==> src/rtl/mac_npu_pkg.sv <==
// Shared types and sizing helpers for the NPU MAC sequencer.
package mac_npu_pkg;

  typedef enum logic [1:0] {
    IDLE = 2'd0,
    MUL  = 2'd1,
    ACC  = 2'd2,
    DONE = 2'd3
  } mac_state_e;

  function automatic int digits(input int width);
    return width / 2;
  endfunction

  // A single-digit operand still needs a one-bit counter to stay synthesizable.
  function automatic int cnt_width(input int d);
    return (d > 1) ? $clog2(d) : 1;
  endfunction

endpackage

==> src/rtl/vedic_mac_sequencer_if.sv <==
// Operand and result handshake bundle between the PE feeder, the MAC sequencer and writeback.
interface vedic_mac_sequencer_if #(
  parameter int WIDTH     = 8,
  parameter int ACC_WIDTH = 24
);
  logic                 in_valid;
  logic                 in_ready;
  logic [WIDTH-1:0]     in_a;
  logic [WIDTH-1:0]     in_b;
  logic                 in_clr;
  logic                 out_valid;
  logic                 out_ready;
  logic [ACC_WIDTH-1:0] out_acc;
  logic                 out_ovf;
  logic                 busy;

  modport master (
    output in_valid, in_a, in_b, in_clr, out_ready,
    input  in_ready, out_valid, out_acc, out_ovf, busy
  );

  modport slave (
    input  in_valid, in_a, in_b, in_clr, out_ready,
    output in_ready, out_valid, out_acc, out_ovf, busy
  );
endinterface

==> src/rtl/Vedic_2x2.sv <==
// Vedic (Urdhva Tiryagbhyam) 2x2-bit unsigned multiplier core.
module Vedic_2x2 (
  input  logic [1:0] a,
  input  logic [1:0] b,
  output logic [3:0] p
);
  logic cross_carry;

  always_comb begin
    cross_carry = (a[1] & b[0]) & (a[0] & b[1]);
    p[0] = a[0] & b[0];
    p[1] = (a[1] & b[0]) ^ (a[0] & b[1]);
    p[2] = (a[1] & b[1]) ^ cross_carry;
    p[3] = (a[1] & b[1]) & cross_carry;
  end
endmodule

==> src/rtl/vedic_mac_sequencer.sv <==
// Multi-cycle MAC: one Vedic 2x2 core swept over all digit pairs, shift-add into prod,
// then a wrapping accumulate with a sticky overflow flag.
module vedic_mac_sequencer
  import mac_npu_pkg::*;
#(
  parameter int WIDTH     = 8,
  parameter int ACC_WIDTH = 24
) (
  input  logic                  clk,
  input  logic                  rst_n,
  vedic_mac_sequencer_if.slave  bus
);

  localparam int D  = digits(WIDTH);
  localparam int CW = cnt_width(D);
  localparam int PW = 2 * WIDTH;

  localparam logic [1:0] S_IDLE = IDLE;
  localparam logic [1:0] S_MUL  = MUL;
  localparam logic [1:0] S_ACC  = ACC;
  localparam logic [1:0] S_DONE = DONE;

  localparam logic [CW-1:0] LAST_DIGIT = CW'(D - 1);

  logic [1:0]           state_q, state_d;
  logic [CW-1:0]        i_q, i_d;
  logic [CW-1:0]        j_q, j_d;
  logic                 clr_q, clr_d;
  logic [WIDTH-1:0]     a_q, a_d;
  logic [WIDTH-1:0]     b_q, b_d;
  logic [PW-1:0]        prod_q, prod_d;
  logic [ACC_WIDTH-1:0] acc_q, acc_d;
  logic                 ovf_q, ovf_d;

  logic [1:0]           a_dig, b_dig;
  logic [3:0]           pp;
  logic [CW+1:0]        shamt;
  logic [PW-1:0]        term;
  logic [ACC_WIDTH-1:0] acc_base;
  logic [ACC_WIDTH:0]   acc_sum;

  Vedic_2x2 u_digit_mul (
    .a (a_dig),
    .b (b_dig),
    .p (pp)
  );

  always_comb begin
    a_dig    = a_q[{i_q, 1'b0} +: 2];
    b_dig    = b_q[{j_q, 1'b0} +: 2];
    shamt    = {(CW + 1)'(i_q) + (CW + 1)'(j_q), 1'b0};
    term     = PW'(pp) << shamt;
    acc_base = clr_q ? '0 : acc_q;
    acc_sum  = {1'b0, acc_base} + (ACC_WIDTH + 1)'(prod_q);

    state_d = state_q;
    i_d     = i_q;
    j_d     = j_q;
    clr_d   = clr_q;
    a_d     = a_q;
    b_d     = b_q;
    prod_d  = prod_q;
    acc_d   = acc_q;
    ovf_d   = ovf_q;

    case (state_q)
      S_IDLE: begin
        if (bus.in_valid) begin
          a_d    = bus.in_a;
          b_d    = bus.in_b;
          clr_d  = bus.in_clr;
          prod_d = '0;
          i_d    = '0;
          j_d    = '0;
          // A zero operand makes the digit sweep pointless; prod is already zero.
          state_d = ((bus.in_a == '0) || (bus.in_b == '0)) ? S_ACC : S_MUL;
        end
      end
      S_MUL: begin
        prod_d = prod_q + term;
        if (j_q == LAST_DIGIT) begin
          j_d = '0;
          if (i_q == LAST_DIGIT) begin
            state_d = S_ACC;
          end else begin
            i_d = i_q + 1'b1;
          end
        end else begin
          j_d = j_q + 1'b1;
        end
      end
      S_ACC: begin
        acc_d   = acc_sum[ACC_WIDTH-1:0];
        // A clearing op drops the old sticky flag before its own carry is folded in.
        ovf_d   = (clr_q ? 1'b0 : ovf_q) | acc_sum[ACC_WIDTH];
        state_d = S_DONE;
      end
      S_DONE: begin
        if (bus.out_ready) begin
          state_d = S_IDLE;
        end
      end
      default: state_d = S_IDLE;
    endcase
  end

  always_ff @(posedge clk or negedge rst_n) begin
    if (!rst_n) begin
      state_q <= S_IDLE;
      i_q     <= '0;
      j_q     <= '0;
      clr_q   <= 1'b0;
      acc_q   <= '0;
      ovf_q   <= 1'b0;
    end else begin
      state_q <= state_d;
      i_q     <= i_d;
      j_q     <= j_d;
      clr_q   <= clr_d;
      acc_q   <= acc_d;
      ovf_q   <= ovf_d;
    end
  end

  // Operand and product registers are only meaningful after an accept, so they carry no reset.
  always_ff @(posedge clk) begin
    a_q    <= a_d;
    b_q    <= b_d;
    prod_q <= prod_d;
  end

  assign bus.in_ready  = (state_q == S_IDLE);
  assign bus.out_valid = (state_q == S_DONE);
  assign bus.busy      = (state_q != S_IDLE);
  assign bus.out_acc   = acc_q;
  assign bus.out_ovf   = ovf_q;

endmodule

==> src/flat_wrapper.sv <==
// flat-port wrapper written by rule: the top's interface ports become plain ports
module vedic_mac_sequencer_flat import mac_npu_pkg::*;
#(
  parameter int WIDTH     = 8,
  parameter int ACC_WIDTH = 24
)
  (clk, rst_n, bus_in_valid, bus_in_a, bus_in_b, bus_in_clr, bus_out_ready, bus_in_ready, bus_out_valid, bus_out_acc, bus_out_ovf, bus_busy);
  vedic_mac_sequencer_if #(.WIDTH(WIDTH), .ACC_WIDTH(ACC_WIDTH)) bus_i ();
  input  logic clk;
  input  logic rst_n;
  input wire logic [$bits(bus_i.in_valid)-1:0] bus_in_valid;
  input wire logic [$bits(bus_i.in_a)-1:0] bus_in_a;
  input wire logic [$bits(bus_i.in_b)-1:0] bus_in_b;
  input wire logic [$bits(bus_i.in_clr)-1:0] bus_in_clr;
  input wire logic [$bits(bus_i.out_ready)-1:0] bus_out_ready;
  output wire logic [$bits(bus_i.in_ready)-1:0] bus_in_ready;
  output wire logic [$bits(bus_i.out_valid)-1:0] bus_out_valid;
  output wire logic [$bits(bus_i.out_acc)-1:0] bus_out_acc;
  output wire logic [$bits(bus_i.out_ovf)-1:0] bus_out_ovf;
  output wire logic [$bits(bus_i.busy)-1:0] bus_busy;
  assign bus_i.in_valid = bus_in_valid;
  assign bus_i.in_a = bus_in_a;
  assign bus_i.in_b = bus_in_b;
  assign bus_i.in_clr = bus_in_clr;
  assign bus_i.out_ready = bus_out_ready;
  assign bus_in_ready = bus_i.in_ready;
  assign bus_out_valid = bus_i.out_valid;
  assign bus_out_acc = bus_i.out_acc;
  assign bus_out_ovf = bus_i.out_ovf;
  assign bus_busy = bus_i.busy;
  vedic_mac_sequencer #(.WIDTH(WIDTH), .ACC_WIDTH(ACC_WIDTH)) u_core (.clk(clk), .rst_n(rst_n), .bus(bus_i));
endmodule
==> config.mk <==
export PLATFORM = sky130hd
export DESIGN_NAME = vedic_mac_sequencer_flat
export DESIGN_NICKNAME = d
export VERILOG_FILES = /design/src/rtl/mac_npu_pkg.sv /design/src/rtl/vedic_mac_sequencer_if.sv /design/src/rtl/Vedic_2x2.sv /design/src/rtl/vedic_mac_sequencer.sv /design/src/flat_wrapper.sv
export SDC_FILE = /design/constraint.sdc
export NUM_CORES = 1
export LEC_CHECK = 0
export ABC_CLOCK_PERIOD_IN_PS = 11760
export CORE_UTILIZATION = 62
export DETAILED_ROUTE_END_ITERATION = 7
export GPL_TIMING_DRIVEN = 0
export PLACE_DENSITY = 0.92
export SYNTH_ARGS = -nofsm -noshare
export SYNTH_HDL_FRONTEND = slang
export SYNTH_SLANG_ARGS = --single-unit
export TNS_END_PERCENT = 1
==> constraint.sdc <==
create_clock -name clk -period 11.76 [get_ports clk]
set_input_delay 1.176 -clock clk [delete_from_list [all_inputs] [get_ports clk]]
set_output_delay 1.176 -clock clk [all_outputs]
set_load 0.01 [all_outputs]
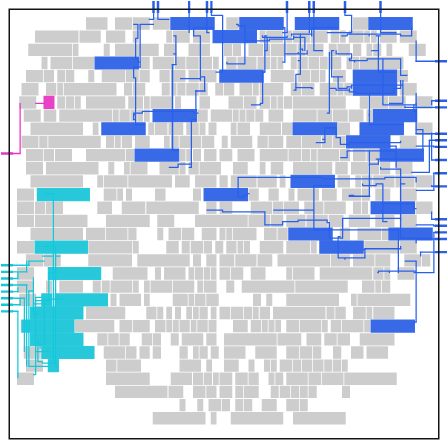
port_nets.png
Cyan marks bus_in_b, bits 8, direction input, edge left, end cells 10, buffers 8, wire 222 µm. Blue marks bus_out_acc, bits 24, direction output, edge 14 right, 10 top, end cells 24, buffers 24, wire 847 µm. Magenta marks bus_out_ready, bits 1, direction input, edge left, end cells 1, buffers 1, wire 13.8 µm.

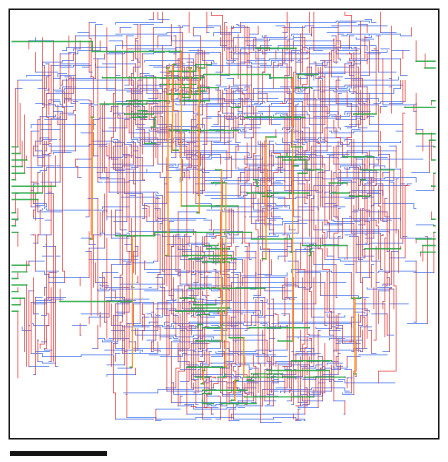
metal_stack.png
Bar = 20 µm.
Green marks met3, wire length 651 µm. Blue marks met1, wire length 4660 µm. Red marks met2, wire length 5790 µm. Orange marks met4, wire length 360 µm.

-- per-layer routing --
metal	track usage, %	up-vias	part of all wire, %
met5	0	-	0
met4	15.8	0	3.1
met3	5.97	33	5.7
met2	51.9	207	51
met1	38.0	1910	41
li1	-	1884	-
-- cell usage after synthesis (2+ instances only) --
cell and number:
or4_1 2, o211ai_1 3, nor4_1 8, clkbuf_1 11, inv_1 25, nand4_1 4
a31o_2 2, and3_1 2, xor2_1 3, nor2_1 37, o31ai_1 2, mux2i_1 4
nand4b_1 2, a22oi_1 3, ha_1 41, clkinv_1 2, or2_2 2, xnor2_1 13
a21oi_1 19, mux2_2 10, a21o_1 14, nor2b_1 25, a221oi_1 4, fa_1 3
a211o_1 4, nand2b_1 9, edfxtp_1 32, clkbuf_8 2, nand2_1 33, dfrtp_1 32
a211oi_1 8, nand3b_1 3, nand3_1 16, mux4_2 4, a21boi_0 3, o21bai_1 3
o21a_1 15, o311ai_0 2, o21ai_0 19, nor3_1 18, a31oi_1 7, or3_1 2
and2_1 7
-- worst register-to-register path, cell delays in order (launching register included) --
cell and delay (ns):
dfrtp_1 0.52, mux4_2 0.58, and2_1 0.18, ha_1 0.20
ha_1 0.32, nor2b_1 0.14, a31oi_1 0.37, nor2_1 0.11
ha_1 0.34, o21a_1 0.14, o21ai_0 0.48, o2bb2ai_1 0.19
a31oi_1 0.10, a221oi_1 0.44, mux2i_1 0.12
-- worst min-delay path by stage --
| stage | end | slack (ns) | cells past startpoint |
|---|---|---|---|
| floorplan | u_core.state_q[1] | 0.50 | 2 |
| global placement | u_core.bus.out_ovf | 0.47 | 2 |
| detailed placement | u_core.bus.out_ovf | 0.47 | 2 |
| CTS | u_core.bus.out_ovf | 0.49 | 2 |
| global route | u_core.bus.out_ovf | 0.52 | 2 |
| finish | u_core.bus.out_ovf | 0.49 | 2 |
-- logic make-up (layout without fill, tap and decap cells) --
group           after synthesis  in the layout
flops                        64             64
buf+inv                      40            104
compound gates              121            121
fa+ha+maj                    44             44
mux                          19             19
xor+xnor                     16             16
simple gates                172            172
-- layout by cell type, fill, tap and decap left out, types with 7 or more instances in the layout --
master	n
nor2b_1	25
ha_1	41
dfrtp_1	32
inv_1	25
a31oi_1	7
a21o_1	14
o21a_1	15
nor4_1	8
nand3_1	16
xnor2_1	13
nand2_1	33
a211oi_1	8
o21ai_0	19
nor2_1	37
mux2_2	10
and2_1	7
edfxtp_1	32
nor3_1	18
nand2b_1	9
clkbuf_8	13
a21oi_1	19
clkbuf_1	11
clkdlybuf4s50_1	47
-- final cells by class --
type	instances	area, µm²	area share (%)
multi-input combinational	372	2700	49.5
buffer	13	68.8	1.26
tap	99	124	2.27
clock buffer	12	176	3.23
sequential	64	1760	32.3
clock inverter	4	48.8	0.894
inverter	27	101	1.86
timing repair buffer	48	475	8.71
-- metrics by stage --
stage          area [µm²]  instances  worst slack (ns)  util [%]
6_report             5460        639              7.27      75.3
3_5_place_dp         5240        623              7.40      72.2
4_1_cts              5460        639              7.34      75.3
5_1_grt              5460        639              7.09      75.3
3_3_place_gp         5240        623              7.50      72.2
2_1_floorplan        4640        476              7.97         -
==> results_slide.txt <==
Synthesis and Place & Route Summary

GRT
  – Total gr overflow: 0
  – GRT Util Overall: 30.9%
  – First-pass GRT wire length: 17900 µm

Synth
  – Yosys chip area: 0.00464 mm²
  – Post-synthesis sequential area ratio: 38.0%
  – Syn_nets: approximately 540
  – Asr flop ratio synth: 50.0%
  – Top cells by area: edfxtp_1 (21%), dfrtp_1 (17%), ha_1 (11%)
  – Post-Synth Simple-Gate Area: 18.9%
  – Cell taking the most area after synthesis: edfxtp_1
  – EDFF count, synth: 32
  – Complex Gates by Area: 18.4%
  – Post-Syn Instances: 476

Power and ir drop
  – Sw Share: 45.2%
  – Comb group: 0.997 mW
  – Clock net power: 0.215 mW
  – Leak Pwr: 2.24 nW
  – VDD IR max: 0.162 mV
  – Sw power: between 0.7 and 0.8 mW

STA
  – Min Hold Slack: 0.487 ns
  – Worst slew pin tran: around 0.74 ns
  – RSZ-0062 raised after global routing: false
  – Final hold vios: 0
  – Sum Neg Setup Slack: 0 ns
  – Final min period: 4.49 ns
  – Relative slew slack: approximately half

Flow run
  – Tool Warnings: 30

CTS
  – Num CTS Buffers: 9
  – CTS sink count: 64
  – CTS clk-pin slew, worst paths: 0.07 ns
  – CTS tree: built

Worst setup path
  – Crit path required time: around 12 ns
  – WP depth: 14
  – Worst R2R End: u_core.prod_q[13]
  – Cell repeated most along the worst path: ha_1
  – Crit path cell chain: mux4_2 -> and2_1 -> ha_1 -> ha_1 -> nor2b_1 -> a31oi_1 -> nor2_1 -> ha_1 -> o21a_1 -> o21ai_0 -> o2bb2ai_1 -> a31oi_1 -> a221oi_1 -> mux2i_1
  – Critical Path AT: 4.59 ns
  – R2R Setup Slk: roughly 7.3 ns
  – Worst Setup EP: u_core.prod_q[13]
  – Max incr delay on CP: approximately 0.58 ns
  – CP Max Fanout: 6

Placed design
  – DP HPWL: 8520 µm
  – Final RePlAce weighted congestion: 0.934

Min path
  – Worst Hold Class: flop to flop
  – Hold path startpoint: u_core.bus.out_ovf

Detailed routing
  – WL final: 11500 µm
  – Iter 0 DRT Violations: 345
  – Avg WL per Cell: 17.9 µm
  – Detailed Routing Iterations Pass 1: 5
  – DRT antenna net count: 0

Floorplan
  – Chip area: approximately 0.008 mm²
  – # IOs: around 49
  – Fp_density: 63.9%
  – Chip Width: 88.5 µm

Outcome
  – Status: complete, no violations

Final layout
  – Ant diodes: 0
Power figures rest on the tool's default switching activity, not on a simulated workload.
